Fig. 1: run 1, clock distribution
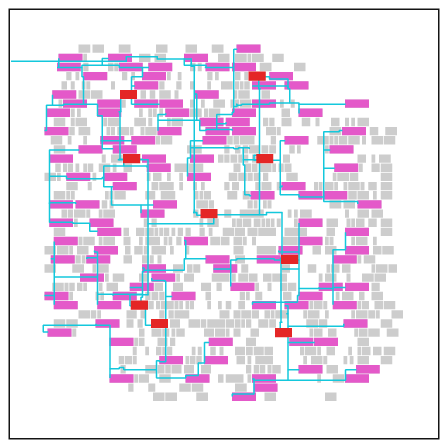
Fig. 2: run 1, placement by cell class
Scale bar: 50 µm.
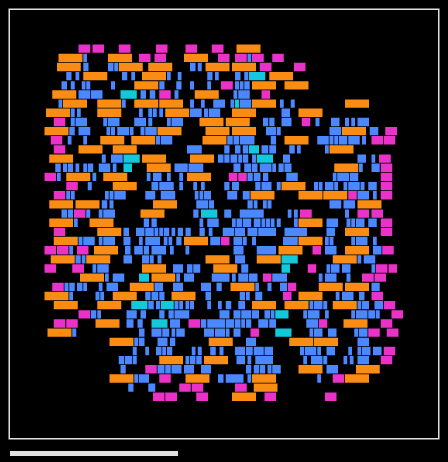
Fig. 3: run 1, floorplan with the power grid
Pins as bars on the die edge. Tap cells in gray.
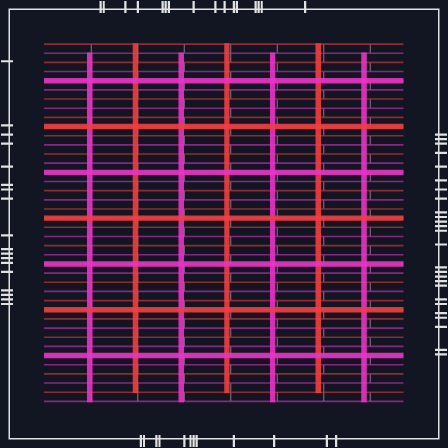
File: src/rtl/afe_spi_pkg.sv
// Shared constants for the AFE SPI master: default geometry and FSM state encoding.
// No logic; no latency; no backpressure.
// Imported by afe_spi_master and afe_spi_clkgen.
package afe_spi_pkg;

    localparam int AFE_ADDR_W  = 8;
    localparam int AFE_DATA_W  = 24;
    localparam int AFE_CLK_DIV = 2;
    localparam int AFE_CS_GAP  = 4;
    localparam int AFE_LEN_W   = 4;

    localparam logic [2:0] ST_IDLE  = 3'd0;
    localparam logic [2:0] ST_SETUP = 3'd1;
    localparam logic [2:0] ST_SHIFT = 3'd2;
    localparam logic [2:0] ST_HOLD  = 3'd3;
    localparam logic [2:0] ST_GAP   = 3'd4;

endpackage

File: src/rtl/afe_spi_clkgen.sv
// SCLK generator: toggles o_sclk every CLK_DIV enabled cycles, flags the coming edge.
// Latency: first rising SCLK CLK_DIV cycles after i_en rises; strobes lead o_sclk by one cycle.
// Backpressure: none; dropping i_en parks SCLK low and restarts the divider.
module afe_spi_clkgen
    import afe_spi_pkg::*;
#(
    parameter int CLK_DIV = AFE_CLK_DIV
) (
    input  logic i_clk,
    input  logic i_rst,
    input  logic i_en,
    output logic o_sclk,
    output logic o_rise,
    output logic o_fall
);

    localparam int DW = (CLK_DIV > 1) ? $clog2(CLK_DIV) : 1;

    logic [DW-1:0] div_q, div_d;
    logic          sclk_q, sclk_d;
    logic          tick;

    always_comb begin
        tick   = i_en && (div_q == DW'(CLK_DIV - 1));
        div_d  = div_q;
        sclk_d = sclk_q;
        if (!i_en) begin
            div_d  = '0;
            sclk_d = 1'b0;
        end else if (tick) begin
            div_d  = '0;
            sclk_d = ~sclk_q;
        end else begin
            div_d = div_q + DW'(1);
        end
    end

    always_ff @(posedge i_clk) begin
        if (i_rst) begin
            div_q  <= '0;
            sclk_q <= 1'b0;
        end else begin
            div_q  <= div_d;
            sclk_q <= sclk_d;
        end
    end

    assign o_sclk = sclk_q;
    assign o_rise = tick && !sclk_q;
    assign o_fall = tick && sclk_q;

endmodule

File: src/rtl/afe_spi_master.sv
// SPI mode-0 master for AFE register bursts; frame = address then data, one CS_n per word.
// Latency: CS_n falls the cycle after accept; o_done CS_GAP cycles after the last CS_n rise.
// Backpressure: o_ready low while busy, i_start ignored then. AFE_SPI_XFER_CNT_EN adds o_xfer_cnt.
module afe_spi_master
    import afe_spi_pkg::*;
#(
    parameter int ADDR_W  = AFE_ADDR_W,
    parameter int DATA_W  = AFE_DATA_W,
    parameter int CLK_DIV = AFE_CLK_DIV,
    parameter int CS_GAP  = AFE_CS_GAP,
    parameter int LEN_W   = AFE_LEN_W
) (
    input  logic              i_clk,
    input  logic              i_rst,
    input  logic              i_start,
    output logic              o_ready,
    input  logic              i_rd_wr,
    input  logic [ADDR_W-1:0] i_addr,
    input  logic [LEN_W-1:0]  i_len,
    input  logic [DATA_W-1:0] i_wr_data,
    output logic              o_wr_req,
    output logic [DATA_W-1:0] o_rd_data,
    output logic              o_rd_valid,
    output logic              o_done,
    output logic              o_sclk,
    output logic              o_mosi,
    output logic              o_cs_n,
`ifdef AFE_SPI_XFER_CNT_EN
    output logic [15:0]       o_xfer_cnt,
`endif
    input  logic              i_miso
);

    localparam int NB      = ADDR_W + DATA_W;
    localparam int CNT_MAX = (CLK_DIV > CS_GAP) ? CLK_DIV : CS_GAP;
    localparam int CNT_W   = $clog2(CNT_MAX) + 1;
    localparam int BIT_W   = $clog2(NB) + 1;

    logic [2:0]        state_q, state_d;
    logic [CNT_W-1:0]  cnt_q, cnt_d;
    logic [BIT_W-1:0]  bit_q, bit_d;
    logic [ADDR_W-1:0] addr_q, addr_d;
    logic [LEN_W-1:0]  left_q, left_d;
    logic              rd_wr_q, rd_wr_d;
    logic [NB-1:0]     sh_q, sh_d;
    logic [DATA_W-1:0] rx_q, rx_d;
    logic [DATA_W-1:0] rd_data_q, rd_data_d;
    logic              rd_valid_q, rd_valid_d;
    logic              done_q, done_d;
    logic              smp_q, smp_d;
    logic              clk_en, sclk_rise, sclk_fall;

    assign clk_en = (state_q == ST_SETUP) || (state_q == ST_SHIFT);

    afe_spi_clkgen #(
        .CLK_DIV (CLK_DIV)
    ) u_clkgen (
        .i_clk  (i_clk),
        .i_rst  (i_rst),
        .i_en   (clk_en),
        .o_sclk (o_sclk),
        .o_rise (sclk_rise),
        .o_fall (sclk_fall)
    );

    always_comb begin
        state_d    = state_q;
        cnt_d      = cnt_q;
        bit_d      = bit_q;
        addr_d     = addr_q;
        left_d     = left_q;
        rd_wr_d    = rd_wr_q;
        sh_d       = sh_q;
        rx_d       = rx_q;
        rd_data_d  = rd_data_q;
        rd_valid_d = 1'b0;
        done_d     = 1'b0;
        // smp_q marks the cycle SCLK is high for the first time in a bit period
        smp_d      = sclk_rise;
        if (smp_q) begin
            rx_d = {rx_q[DATA_W-2:0], i_miso};
        end

        case (state_q)
            ST_IDLE: begin
                if (i_start) begin
                    rd_wr_d = i_rd_wr;
                    addr_d  = i_addr;
                    left_d  = (i_len == '0) ? LEN_W'(1) : i_len;
                    sh_d    = {i_addr, {DATA_W{1'b0}}};
                    bit_d   = '0;
                    state_d = ST_SETUP;
                end
            end
            ST_SETUP: begin
                // address MSB is already on MOSI; the data word joins behind it here
                sh_d[DATA_W-1:0] = rd_wr_q ? '0 : i_wr_data;
                state_d          = ST_SHIFT;
            end
            ST_SHIFT: begin
                if (sclk_fall) begin
                    sh_d = {sh_q[NB-2:0], 1'b0};
                    if (bit_q == BIT_W'(NB - 1)) begin
                        cnt_d   = '0;
                        state_d = ST_HOLD;
                    end else begin
                        bit_d = bit_q + BIT_W'(1);
                    end
                end
            end
            ST_HOLD: begin
                if (cnt_q == CNT_W'(CLK_DIV - 1)) begin
                    rd_valid_d = rd_wr_q;
                    if (rd_wr_q) begin
                        rd_data_d = rx_q;
                    end
                    cnt_d   = '0;
                    state_d = ST_GAP;
                end else begin
                    cnt_d = cnt_q + CNT_W'(1);
                end
            end
            ST_GAP: begin
                if (cnt_q == CNT_W'(CS_GAP - 1)) begin
                    cnt_d = '0;
                    if (left_q > LEN_W'(1)) begin
                        left_d  = left_q - LEN_W'(1);
                        addr_d  = addr_q + ADDR_W'(1);
                        sh_d    = {addr_q + ADDR_W'(1), {DATA_W{1'b0}}};
                        bit_d   = '0;
                        state_d = ST_SETUP;
                    end else begin
                        done_d  = 1'b1;
                        state_d = ST_IDLE;
                    end
                end else begin
                    cnt_d = cnt_q + CNT_W'(1);
                end
            end
            default: state_d = ST_IDLE;
        endcase
    end

    always_ff @(posedge i_clk) begin
        if (i_rst) begin
            state_q    <= ST_IDLE;
            cnt_q      <= '0;
            bit_q      <= '0;
            addr_q     <= '0;
            left_q     <= '0;
            rd_wr_q    <= 1'b0;
            sh_q       <= '0;
            rx_q       <= '0;
            rd_data_q  <= '0;
            rd_valid_q <= 1'b0;
            done_q     <= 1'b0;
            smp_q      <= 1'b0;
        end else begin
            state_q    <= state_d;
            cnt_q      <= cnt_d;
            bit_q      <= bit_d;
            addr_q     <= addr_d;
            left_q     <= left_d;
            rd_wr_q    <= rd_wr_d;
            sh_q       <= sh_d;
            rx_q       <= rx_d;
            rd_data_q  <= rd_data_d;
            rd_valid_q <= rd_valid_d;
            done_q     <= done_d;
            smp_q      <= smp_d;
        end
    end

`ifdef AFE_SPI_XFER_CNT_EN
    logic [15:0] xfer_q, xfer_d;

    always_comb begin
        xfer_d = xfer_q;
        if ((state_q == ST_HOLD) && (cnt_q == CNT_W'(CLK_DIV - 1))) begin
            xfer_d = xfer_q + 16'd1;
        end
    end

    always_ff @(posedge i_clk) begin
        if (i_rst) begin
            xfer_q <= '0;
        end else begin
            xfer_q <= xfer_d;
        end
    end

    assign o_xfer_cnt = xfer_q;
`endif

    assign o_ready    = (state_q == ST_IDLE);
    assign o_cs_n     = !((state_q == ST_SETUP) || (state_q == ST_SHIFT) || (state_q == ST_HOLD));
    assign o_wr_req   = (state_q == ST_SETUP) && !rd_wr_q;
    assign o_mosi     = sh_q[NB-1];
    assign o_rd_data  = rd_data_q;
    assign o_rd_valid = rd_valid_q;
    assign o_done     = done_q;

endmodule

File: config.mk
export PLATFORM = sky130hd
export DESIGN_NAME = afe_spi_master
export DESIGN_NICKNAME = d
export VERILOG_FILES = /design/src/rtl/afe_spi_pkg.sv /design/src/rtl/afe_spi_clkgen.sv /design/src/rtl/afe_spi_master.sv
export SDC_FILE = /design/constraint.sdc
export NUM_CORES = 1
export LEC_CHECK = 0
export CAP_MARGIN = 20
export CORE_MARGIN = 10
export CORE_UTILIZATION = 45
export CTS_BUF_LIST = sky130_fd_sc_hd__clkbuf_8
export DETAILED_ROUTE_END_ITERATION = 10
export HOLD_SLACK_MARGIN = 0.1
export PLACE_DENSITY_LB_ADDON = 0.15
export SLEW_MARGIN = 20
export SYNTH_ARGS = -nofsm -noshare
export SYNTH_HDL_FRONTEND = slang
export SYNTH_SLANG_ARGS = --single-unit
File: constraint.sdc
create_clock -name i_clk -period 3.6 [get_ports i_clk]
set_input_delay 0.72 -clock i_clk [delete_from_list [all_inputs] [get_ports i_clk]]
set_output_delay 0.72 -clock i_clk [all_outputs]
set_load 0.005 [all_outputs]
==> flow_summary.toml, run 1 <==
# implementation run metrics
[layout]
layout_top_cell = "dfxtp_1"
seq_cell_count = 110
n_all_inverters = 14
nMultiInputCombCells = 439
num-clock-buffers = 9
area_growth_pct = 17.9
drive_above_1_share_pct = 7.39
final-seq-area_um2 = 2200
buffers = 84
antenna_cells = 0
clk_share_pct = 3.00
largest_class = "logic gates"
fillers = 1091
nNetsFinal = 707
comb_share_pct = 43.8
area.combinational_um2 = 2660
seq_share_pct = 36.2
largest_register_ffs = 32
top_register = "sh_q"
final_cell_mix = "dfxtp_1 (110), nor2_1 (100), nand2_1 (76)"
nonClkBufAreaFrac_pct = 13.2

[global_routing]
grt_usage_pct = 14.9
grtUsageMet1_pct = 19.7
grt_max_degree = 61
use_met3_pct = 3.68
grt_remaining_overflow = 0
grt_pass1_wl_mm = 20.5
first_global_vias = 4178

[timing]
worst_slew_pin_slew_ns = 0.861
post-route-min-period_ns = 2.95
setup_violations = 0
rsz0062_at_grt = "false"
slew_violations = 0
skew_ns = 0.00971
hold_viol = 0
fin_crit_sh_pct = 82.0
tns_ns = 0
relSlewSlack_pct = 42.6
fmax_mhz = 339

[min_path]
worstHoldEndpoint = "o_rd_data[8]"
hold_depth = 2
min-delay-start = "o_rd_data[8]"
hp-class = "reg2reg"

[floorplanning]
taps = 143
io_pins = 72
chipArea_um2 = 16100
num_rows = 39
fp_util_pct = 45.6

[setup_path]
start_kind = "flop"
cp_max_fo = 24
required_ns = 2.88
r2r_cells = 7
rrSetupSlack_ns = 1.10
timing.rr.end = "sh_q[29]"
cp-end-kind = "output port"
critPathLaunch = "state_q[0]"
worstSetupPathType = "reg2out"
timing.rr.start = "state_q[2]"
arrival_ns = 2.23

[logic_synthesis]
ys_sh_aoi_pct = 19.4
ys_area_um2 = 5160
floorplan.nets = 655
ff_type = "dfxtp_1"
edf_count = 0
syn_inst = 606
yosysCellCount = 606
ys_ff = 110
synth.logic.top_family = "simple AND/OR/NAND/NOR gates"
syn_area_per_cell_um2 = 8.51
ys_warn_count = 0
syn_area_um2 = 5160
ys_sh_simple_pct = 19.8
synthAdderAreaFrac_pct = 1.94
ys_async_sr_fraction_pct = 0
ys_sh_xor_pct = 1.19
synth_cell_types = 59
synth_seq_share_pct = 42.7

[clock_tree]
clock_path_buffers = 2
cts-buffers-inserted = 9
path_clk_slew_ns = 0.10
cts_tree = "built"
cts_htree_levels = 3
cts_hold_buffers = 0
cts_resized = 0
post-cts-setup-buffer-count = 0
cts-root-buf = "clkbuf_8"

[route]
wl_mm = 12.3
routed_via_density = 5.41
drc = 0
m1WireLength_mm = 6.03
ant_nets = 0
drtIter0Drc = 345
wire_per_inst_um = 15.2
met2_length_mm = 5.43
vias = 4364
met3_length_um = 640
highest-signal-layer = "met4"

[pwr]
cellLeakagePower_nw = 2.24
cellPowerDensity_nw_per_um2 = 424
finalPower_w = 0.00258

[run_status]
status = "complete, no violations"

[place]
place_area_um2 = 5900
dp_hpwl_mm = 8.48
io_buffers = 71
place_congestion = 0.843

[job]
log.warning_count = 29
maxCapViolCount = 0
Back to the opening pictures, Fig. 1:
[flip-flops] magenta | count: 110
[clock drivers] red | count: 9
[clock wires] cyan | length: 1,320 µm
flops lie	widely spread
routed clock nets	10
P_clk: 0.000710 W
clk ins delay skew pair: 0.39 ns

Back to the opening pictures, Fig. 2:
class	color	cells
flops	orange	110
clock drivers and dummy loads	cyan	16
combinational and other logic	blue	453
other buffers and delay cells	magenta	84
Finished Core Util: 53.7%
fin area: 6080 µm²

Back to the opening pictures, Fig. 3:
net	color
VSS	magenta
VDD	red
tap cells	143
rows	39
Chip Width: 127 µm
core box area: 11,300 µm²
worst vdd ir: 246 µV

-- run 1: report_power, final --
part           switching (W)  leakage [nW]  internal (W)
registers          0.0000604         0.892       0.00128
clock network       0.000448        0.0911      0.000263
logic               0.000290          1.25      0.000244
total               0.000798          2.24       0.00178
-- run 1: per-stage QoR --
step / hold WS (ns) / worst slack, ns / std cells
after floorplan: 0.431 / 1.70 / 606
after global placement: 0.445 / 1.09 / 790
after detailed placement: 0.448 / 1.04 / 790
after CTS: 0.464 / 0.602 / 806
after global routing: 0.483 / 0.506 / 806
final: 0.460 / 0.648 / 806
-- run 1: synth_stat cells (4+ instances only) --
library cell / count / area share (%)
nand3_1: 9 / 0.87
nand2_1: 76 / 5.5
a22o_1: 5 / 0.85
and2_1: 4 / 0.48
buf_1: 4 / 0.29
a211oi_1: 4 / 0.58
ha_1: 8 / 1.9
o21ai_0: 14 / 1.4
nor2_1: 100 / 7.3
mux2i_1: 48 / 9.3
a211o_1: 5 / 0.85
a21oi_1: 55 / 5.3
inv_1: 11 / 0.80
buf_2: 12 / 1.2
nand2b_1: 6 / 0.73
clkbuf_1: 19 / 1.4
a221oi_2: 4 / 1.2
nor2b_1: 4 / 0.48
a22oi_1: 28 / 4.1
dfxtp_1: 110 / 43
xor2_1: 4 / 0.68
o22ai_1: 6 / 0.73
nor3_1: 8 / 0.78
-- run 1: worst max-delay path by stage --
stage / end / slack (ns) / cells past startpoint
floorplan: o_wr_req / 1.70 / 4
detailed placement: o_wr_req / 1.04 / 4
global placement: sh_q[7] / 1.09 / 6
CTS: o_wr_req / 0.60 / 4
global route: o_wr_req / 0.51 / 4
finish: o_wr_req / 0.65 / 4
-- run 1: critical path: stages (launching register included) --
cell and delay (ns):
dfxtp_1 0.62, nor3b_2 0.25, buf_4 0.29, and2_1 0.18, clkdlybuf4s50_1 0.50
Fig. 4: run 1, register map, names as in the netlist
Other sequential cells in the stronger gray, the rest of the logic in the fainter gray.
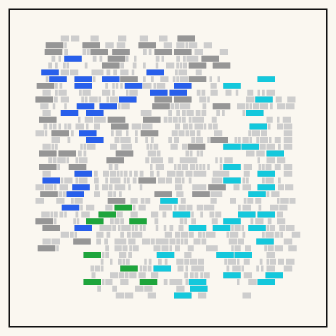

==> run 2, diff against run 1 <==
==> constraint.sdc (replaced) <==
create_clock -name i_clk -period 2.7 [get_ports i_clk]
set_input_delay 0.54 -clock i_clk [delete_from_list [all_inputs] [get_ports i_clk]]
set_output_delay 0.54 -clock i_clk [all_outputs]
set_load 0.005 [all_outputs]
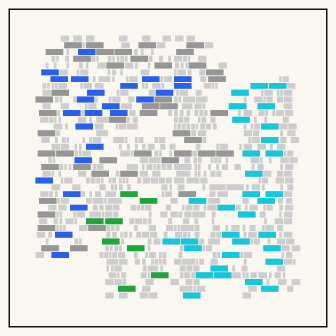
Fig. 5. Register map, names as in the netlist (run 2).
Other sequential cells in the stronger gray, the rest of the logic in the fainter gray.
name in the netlist	color	flops
`rx_q`	blue	24
`addr_q`	green	8
`sh_q`	cyan	32
not colored	46
register area: 2200 µm²
Flop+latch power: 0.00178 W
sequential share of cell area: 35.9%
Finished Core Util: 54.2%

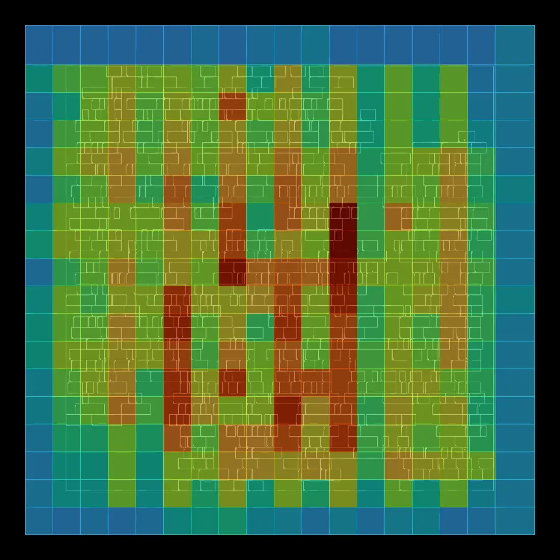
Fig. 6. Routing congestion map (run 2).
GR Layer Usage met3: 3.68%
M1 GR Usage: 19.7%
GR Layer Usage met2: 22.8%
busiest layer in global routing: met2
GRT Total Usage: 14.9%

==> flow_summary.toml, run 2 <==
# implementation run metrics
[global_routing]
grt_max_degree = 52
grt_pass1_wl_mm = 20.6
antenna_found_initial = 0
first_global_vias = 4171
grt_remaining_overflow = 0

[setup_path]
critPathLaunch = "state_q[0]"
timing.rr.end = "addr_q[6]"
path_cells = "nor3b_2 > and2_1 > clkdlybuf4s50_1"
worstSetupEndpoint = "o_wr_req"
r2r_cells = 6
critPathMaxStageDelay_ns = 0.62
cp_max_fo = 12
rrSetupSlack_ns = 0.52
start_kind = "flop"
cp-end-kind = "output port"
worstSetupPathType = "reg2out"
cp_slowest_cell = "dfxtp_1"
required_ns = 2.16
timing.rr.start = "state_q[2]"
arrival_ns = 1.98

[pwr]
power.net_switching_w = 0.00107
p_int_w = 0.00242
combinationalPowerShare_pct = 21.0
p_seq_share_pct = 50.9
cellPowerDensity_nw_per_um2 = 569
cellLeakagePower_nw = 2.26
peakVddDrop_uv = 313
p_sw_share_pct = 30.7

[logic_synthesis]
synth_cell_types = 59
syn_area_per_cell_um2 = 8.51
top_cells_by_area = "dfxtp_1 (43%), mux2i_1 (9.3%), nor2_1 (7.3%)"
top_cell_area_share_pct = 42.7
ys_warn_count = 0
edf_count = 0
syn_inst = 606
syn_area_um2 = 5160
top_cells_by_count = "dfxtp_1 (110), nor2_1 (100), nand2_1 (76)"
floorplan.nets = 655
ff_type = "dfxtp_1"
synth.most_common_cell = "dfxtp_1"
ys_async_sr_fraction_pct = 0
yosysCellCount = 606
synth_seq_share_pct = 42.7
ys_area_um2 = 5160
yosys.area.top_type = "dfxtp_1"
ys_ff = 110

[run_status]
status = "complete, no violations"

[route]
drc = 0
wl_mm = 12.2
ant_nets = 0
routed_via_density = 5.47
wire_per_inst_um = 15.0
dr.pass1.iters = 5
vias = 4431
drtIter0Drc = 208

[clock_tree]
path_clk_slew_ns = 0.11
cts_tree = "built"
cts_resized = 0
cts_hold_buffers = 0
post-cts-setup-buffer-count = 0
cts_htree_levels = 3
cts-root-buf = "clkbuf_8"
cts.sinks = 110
clkLatencyLatePin_ns = 0.39
clock_path_buffers = 2
cts-buffers-inserted = 9

[layout]
antenna_cells = 0
area.combinational_um2 = 2660
final_cell_mix = "dfxtp_1 (110), nor2_1 (100), nand2_1 (76)"
drive_above_1_share_pct = 8.10
layout_top_cell = "dfxtp_1"
area_growth_pct = 19.0
largest_register_ffs = 32
fin_cells = 810
top_register = "sh_q"
fillers = 1098
nNetsFinal = 711

[min_path]
hold_depth = 2
hp-class = "reg2reg"
min-delay-start = "rx_q[23]"
worstHoldEndpoint = "o_rd_data[23]"

[timing]
tns_ns = 0
post-route-min-period_ns = 2.52
worst_slew_pin_slew_ns = 0.691
hold_viol = 0
hold_ws_ns = 0.459
fmax_mhz = 396
slew_violations = 0
rsz0062_at_grt = "false"
relSlewSlack_pct = 53.9
setup_violations = 0
fin_crit_sh_pct = 93.4

[job]
maxCapViolCount = 0
log.warning_count = 29

[floorplanning]
core_um2 = 11300
fp_util_pct = 45.6
chipArea_um2 = 16100
io_pins = 72
die-width_um = 127
num_rows = 39
die.size.y_um = 127

[place]
post-place-cells = 794
dp_hpwl_mm = 8.47
place_congestion = 0.873
io_buffers = 71
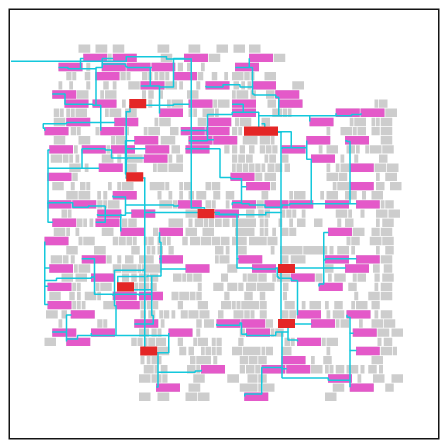
Fig. 7. Clock distribution (run 2).
[clock drivers] red | count: 9
[clock wires] cyan | length: 1,340 µm
[flip-flops] magenta | count: 110
routed clock nets	10
skew final: 0.0104 ns
Clock power frac: 28.1%
P_clk: 0.000981 W

run 2: layout make-up:
cell class / count / area share, %
Clock inverter: 6 / 0.917
Sequential cell: 110 / 35.9
Clock buffer: 10 / 2.24
Timing Repair Buffer: 88 / 13.8
Multi-Input combinational cell: 439 / 43.4
Tap cell: 143 / 2.91
Inverter: 14 / 0.856
run 2: power groups by stage:
stage	Sequential, W	Clock, W	Combinational, W
5_1_grt	0.00179	0.00106	0.000810
4_1_cts	0.00178	0.00101	0.000737
2_1_floorplan	0.00179	0	0.000564
6_report	0.00178	0.000981	0.000736
3_5_place_dp	0.00182	0	0.000734
3_3_place_gp	0.00181	0	0.000721
run 2: critical path: cells and delay by family, from the launching register on:
| kind | cells | cell delay (ns) |
|---|---|---|
| and+or+nand+nor | 2 | 0.47 |
| buffers and inverters | 1 | 0.52 |
| DFF | 1 | 0.62 |
run 2: cells by family after synthesis:
logic type      after synthesis  synth area share [%]
compound gates              146                  19.4
xor+xnor                      7                  1.19
fa+ha+maj                     8                  1.94
buf+inv                      57                  5.72
flops                       110                  42.7
mux                          48                  9.31
simple gates                230                  19.8
run 2: per-layer routing:
layer	global-route usage, %	part of all wire, %
met5	0	0
met4	5.83	1.7
met3	3.68	6.1
met2	22.8	45
met1	19.7	47
run 2: per-stage QoR:
step           total power (W)  utilization [%]  setup slack [ns]  cell area, µm²
2_1_floorplan          0.00235                -             0.865            5160
6_report               0.00350             54.2             0.177            6140
3_3_place_gp           0.00253             52.5             0.490            5940
4_1_cts                0.00353             54.2             0.160            6140
5_1_grt                0.00366             54.2            0.0797            6140
3_5_place_dp           0.00255             52.5             0.429            5940
==> run 3, diff against run 2 <==
--- a/config.mk
+++ b/config.mk
@@ -7,7 +7,7 @@
 export LEC_CHECK = 0
 export CAP_MARGIN = 20
 export CORE_MARGIN = 10
-export CORE_UTILIZATION = 45
+export CORE_UTILIZATION = 50
 export CTS_BUF_LIST = sky130_fd_sc_hd__clkbuf_8
 export DETAILED_ROUTE_END_ITERATION = 10
 export HOLD_SLACK_MARGIN = 0.1
==> flow_summary.toml, run 3 <==
# implementation run metrics
[setup_path]
worstSetupPathType = "reg2out"
critPathLaunch = "state_q[0]"
worstSetupEndpoint = "o_ready"
timing.rr.start = "left_q[0]"
cp-end-kind = "output port"
required_ns = 2.16
timing.rr.end = "sh_q[6]"
arrival_ns = 2.00
rrSetupSlack_ns = 0.34
start_kind = "flop"
cp_max_fo = 12
r2r_cells = 7

[clock_tree]
post-cts-setup-buffer-count = 0
clkLatencyLatePin_ns = 0.39
path_clk_slew_ns = 0.11
cts.sinks = 110
cts_resized = 0
cts_hold_buffers = 0
cts-buffers-inserted = 9
cts_tree = "built"
cts-root-buf = "clkbuf_8"
clock_path_buffers = 2
cts_htree_levels = 3

[timing]
setup_violations = 0
rsz0062_at_grt = "false"
post-route-min-period_ns = 2.54
relSlewSlack_pct = 34.1
fmax_mhz = 393
slew_violations = 0
tns_ns = 0
worst_slew_pin_slew_ns = 0.986
fin_crit_sh_pct = 94.3
hold_viol = 0

[route]
ant_nets = 0
dr.pass1.iters = 4
drc = 0
wl_mm = 12.0
vias = 4449
routed_via_density = 5.55
drtIter0Drc = 275

[logic_synthesis]
ys_area_um2 = 5160
ff_type = "dfxtp_1"
top_cell_area_share_pct = 42.7
yosys.area.top_type = "dfxtp_1"
syn_area_per_cell_um2 = 8.51
synth.most_common_cell = "dfxtp_1"
edf_count = 0
top_cells_by_area = "dfxtp_1 (43%), mux2i_1 (9.3%), nor2_1 (7.3%)"
synth_cell_types = 59
ys_async_sr_fraction_pct = 0
ys_warn_count = 0
ys_ff = 110
syn_area_um2 = 5160
synth_seq_share_pct = 42.7
yosysCellCount = 606
top_cells_by_count = "dfxtp_1 (110), nor2_1 (100), nand2_1 (76)"
floorplan.nets = 655
syn_inst = 606

[global_routing]
grt_max_degree = 60
grt_remaining_overflow = 0
antenna_found_initial = 0
globalRoute.busiestLayer = "met2"
grt_pass1_wl_mm = 20.4
first_global_vias = 4327

[place]
dp_hpwl_mm = 8.18
io_buffers = 71
place_congestion = 0.845

[layout]
area_growth_pct = 18.4
final_cell_mix = "dfxtp_1 (110), nor2_1 (100), nand2_1 (76)"
layout_top_cell = "dfxtp_1"
top_register = "sh_q"
nNetsFinal = 709
drive_above_1_share_pct = 7.82
largest_register_ffs = 32
antenna_cells = 0

[job]
log.warning_count = 29
maxCapViolCount = 0

[floorplanning]
io_pins = 72
chipArea_um2 = 14800
die.size.y_um = 122
die-width_um = 122
fp_util_pct = 50.7

[pwr]
cellLeakagePower_nw = 2.25
cellPowerDensity_nw_per_um2 = 577
finalPower_w = 0.00353
peakVddDrop_uv = 406

[min_path]
worstHoldEndpoint = "o_rd_data[18]"
min-delay-start = "o_rd_data[18]"
hold_depth = 2
hp-class = "reg2reg"

[run_status]
status = "complete, no violations"
-- run 3: cell types whose count changed in the layout (fill, tap and decap cells not counted), sizes merged --
cell,change
bufinv,+1
buf,-2
clkbuf,-1
inv,+1
clkinv,-1
-- run 3: metrics by stage --
step	utilization [%]	worst slack, ns	instances	hold WS [ns]	instance area [µm²]
2_1_floorplan	-	0.865	606	0.431	5160
3_3_place_gp	58.0	0.284	785	0.444	5910
3_5_place_dp	58.0	0.248	785	0.446	5910
4_1_cts	60.0	0.136	801	0.460	6110
5_1_grt	60.0	0.0302	801	0.487	6110
6_report	60.0	0.155	801	0.459	6110
-- run 3: area by class of cell --
cell class,count,area [µm²]
Clock buffer,9,124
Inverter,14,52.6
Multi-Input combinational cell,439,2660
Fill cell,931,4070
Clock inverter,7,78.8
Sequential cell,110,2200
Tap cell,136,170
Timing Repair Buffer,86,821
-- run 3: per-layer routing --
| layer | share of wire (%) | vias up |
|---|---|---|
| met5 | 0 | - |
| li1 | - | 2216 |
| met4 | 2.3 | 0 |
| met1 | 43 | 2136 |
| met3 | 5.1 | 25 |
| met2 | 49 | 72 |
-- run 3: where the power goes --
part	leakage, nW	switching, W	internal, W
Combinational	1.26	0.000388	0.000331
Clock	0.0982	0.000588	0.000440
Sequential	0.892	0.0000768	0.00170
-- run 3: worst max-delay path: stages, from the launching register on --
cell	delay, ns
dfxtp_1	0.46
or2_1	0.42
nor2_1	0.18
clkdlybuf4s50_1	0.57
-- run 3: cell families after synthesis --
family	Yosys count	synth area share [%]
xor gates and xnor gates	7	1.19
AOI/OAI and AO/OA	146	19.4
and+or+nand+nor	230	19.8
DFF	110	42.7
adders and majority gates	8	1.94
buffers and inverters	57	5.72
muxes	48	9.31
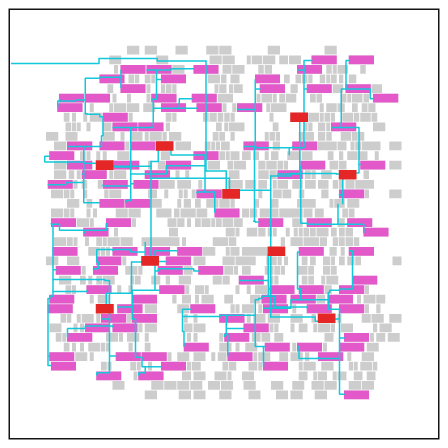
Fig. 8. Clock distribution (run 3).
[flip-flops] magenta | count: 110
[clock drivers] red | count: 9
[clock wires] cyan | length: 1,280 µm
flops lie	widely spread
routed clock nets	10
skew final: 0.0107 ns
Clock power frac: 29.2%
P_clk: 0.00103 W

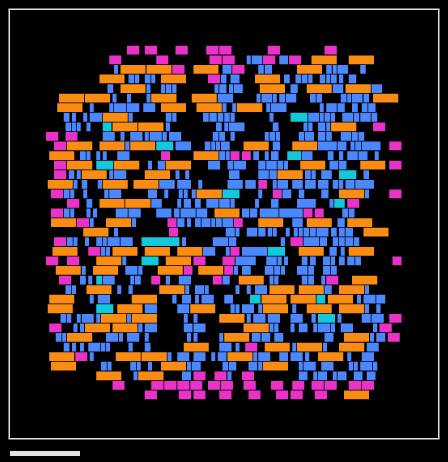
Fig. 9. Placement by cell class (run 3).
Scale bar: 20 µm.
class	color	cells
flops	orange	110
combinational and other logic	blue	453
clock drivers and dummy loads	cyan	16
other buffers and delay cells	magenta	86
core box area: 10,200 µm²
Row Count: 37

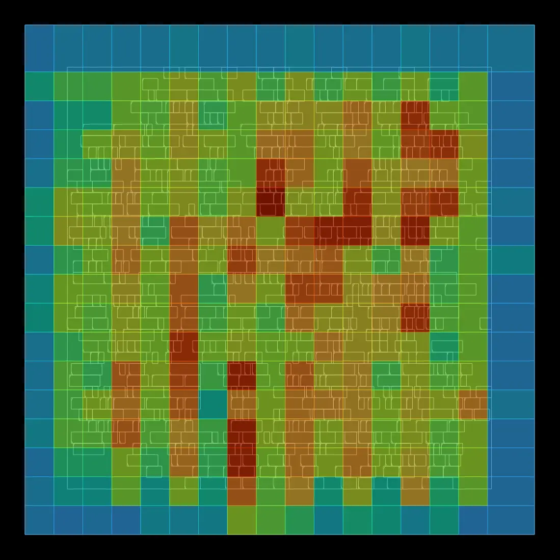
Fig. 10. Routing congestion map (run 3).
per-cell routed wire length: 14.9 µm
GR Layer Usage met3: 5.00%
GRT Total Usage: 16.5%
GR Layer Usage met2: 27.8%
M1 GR Usage: 19.2%

Power is estimated from default activity; no workload was simulated.
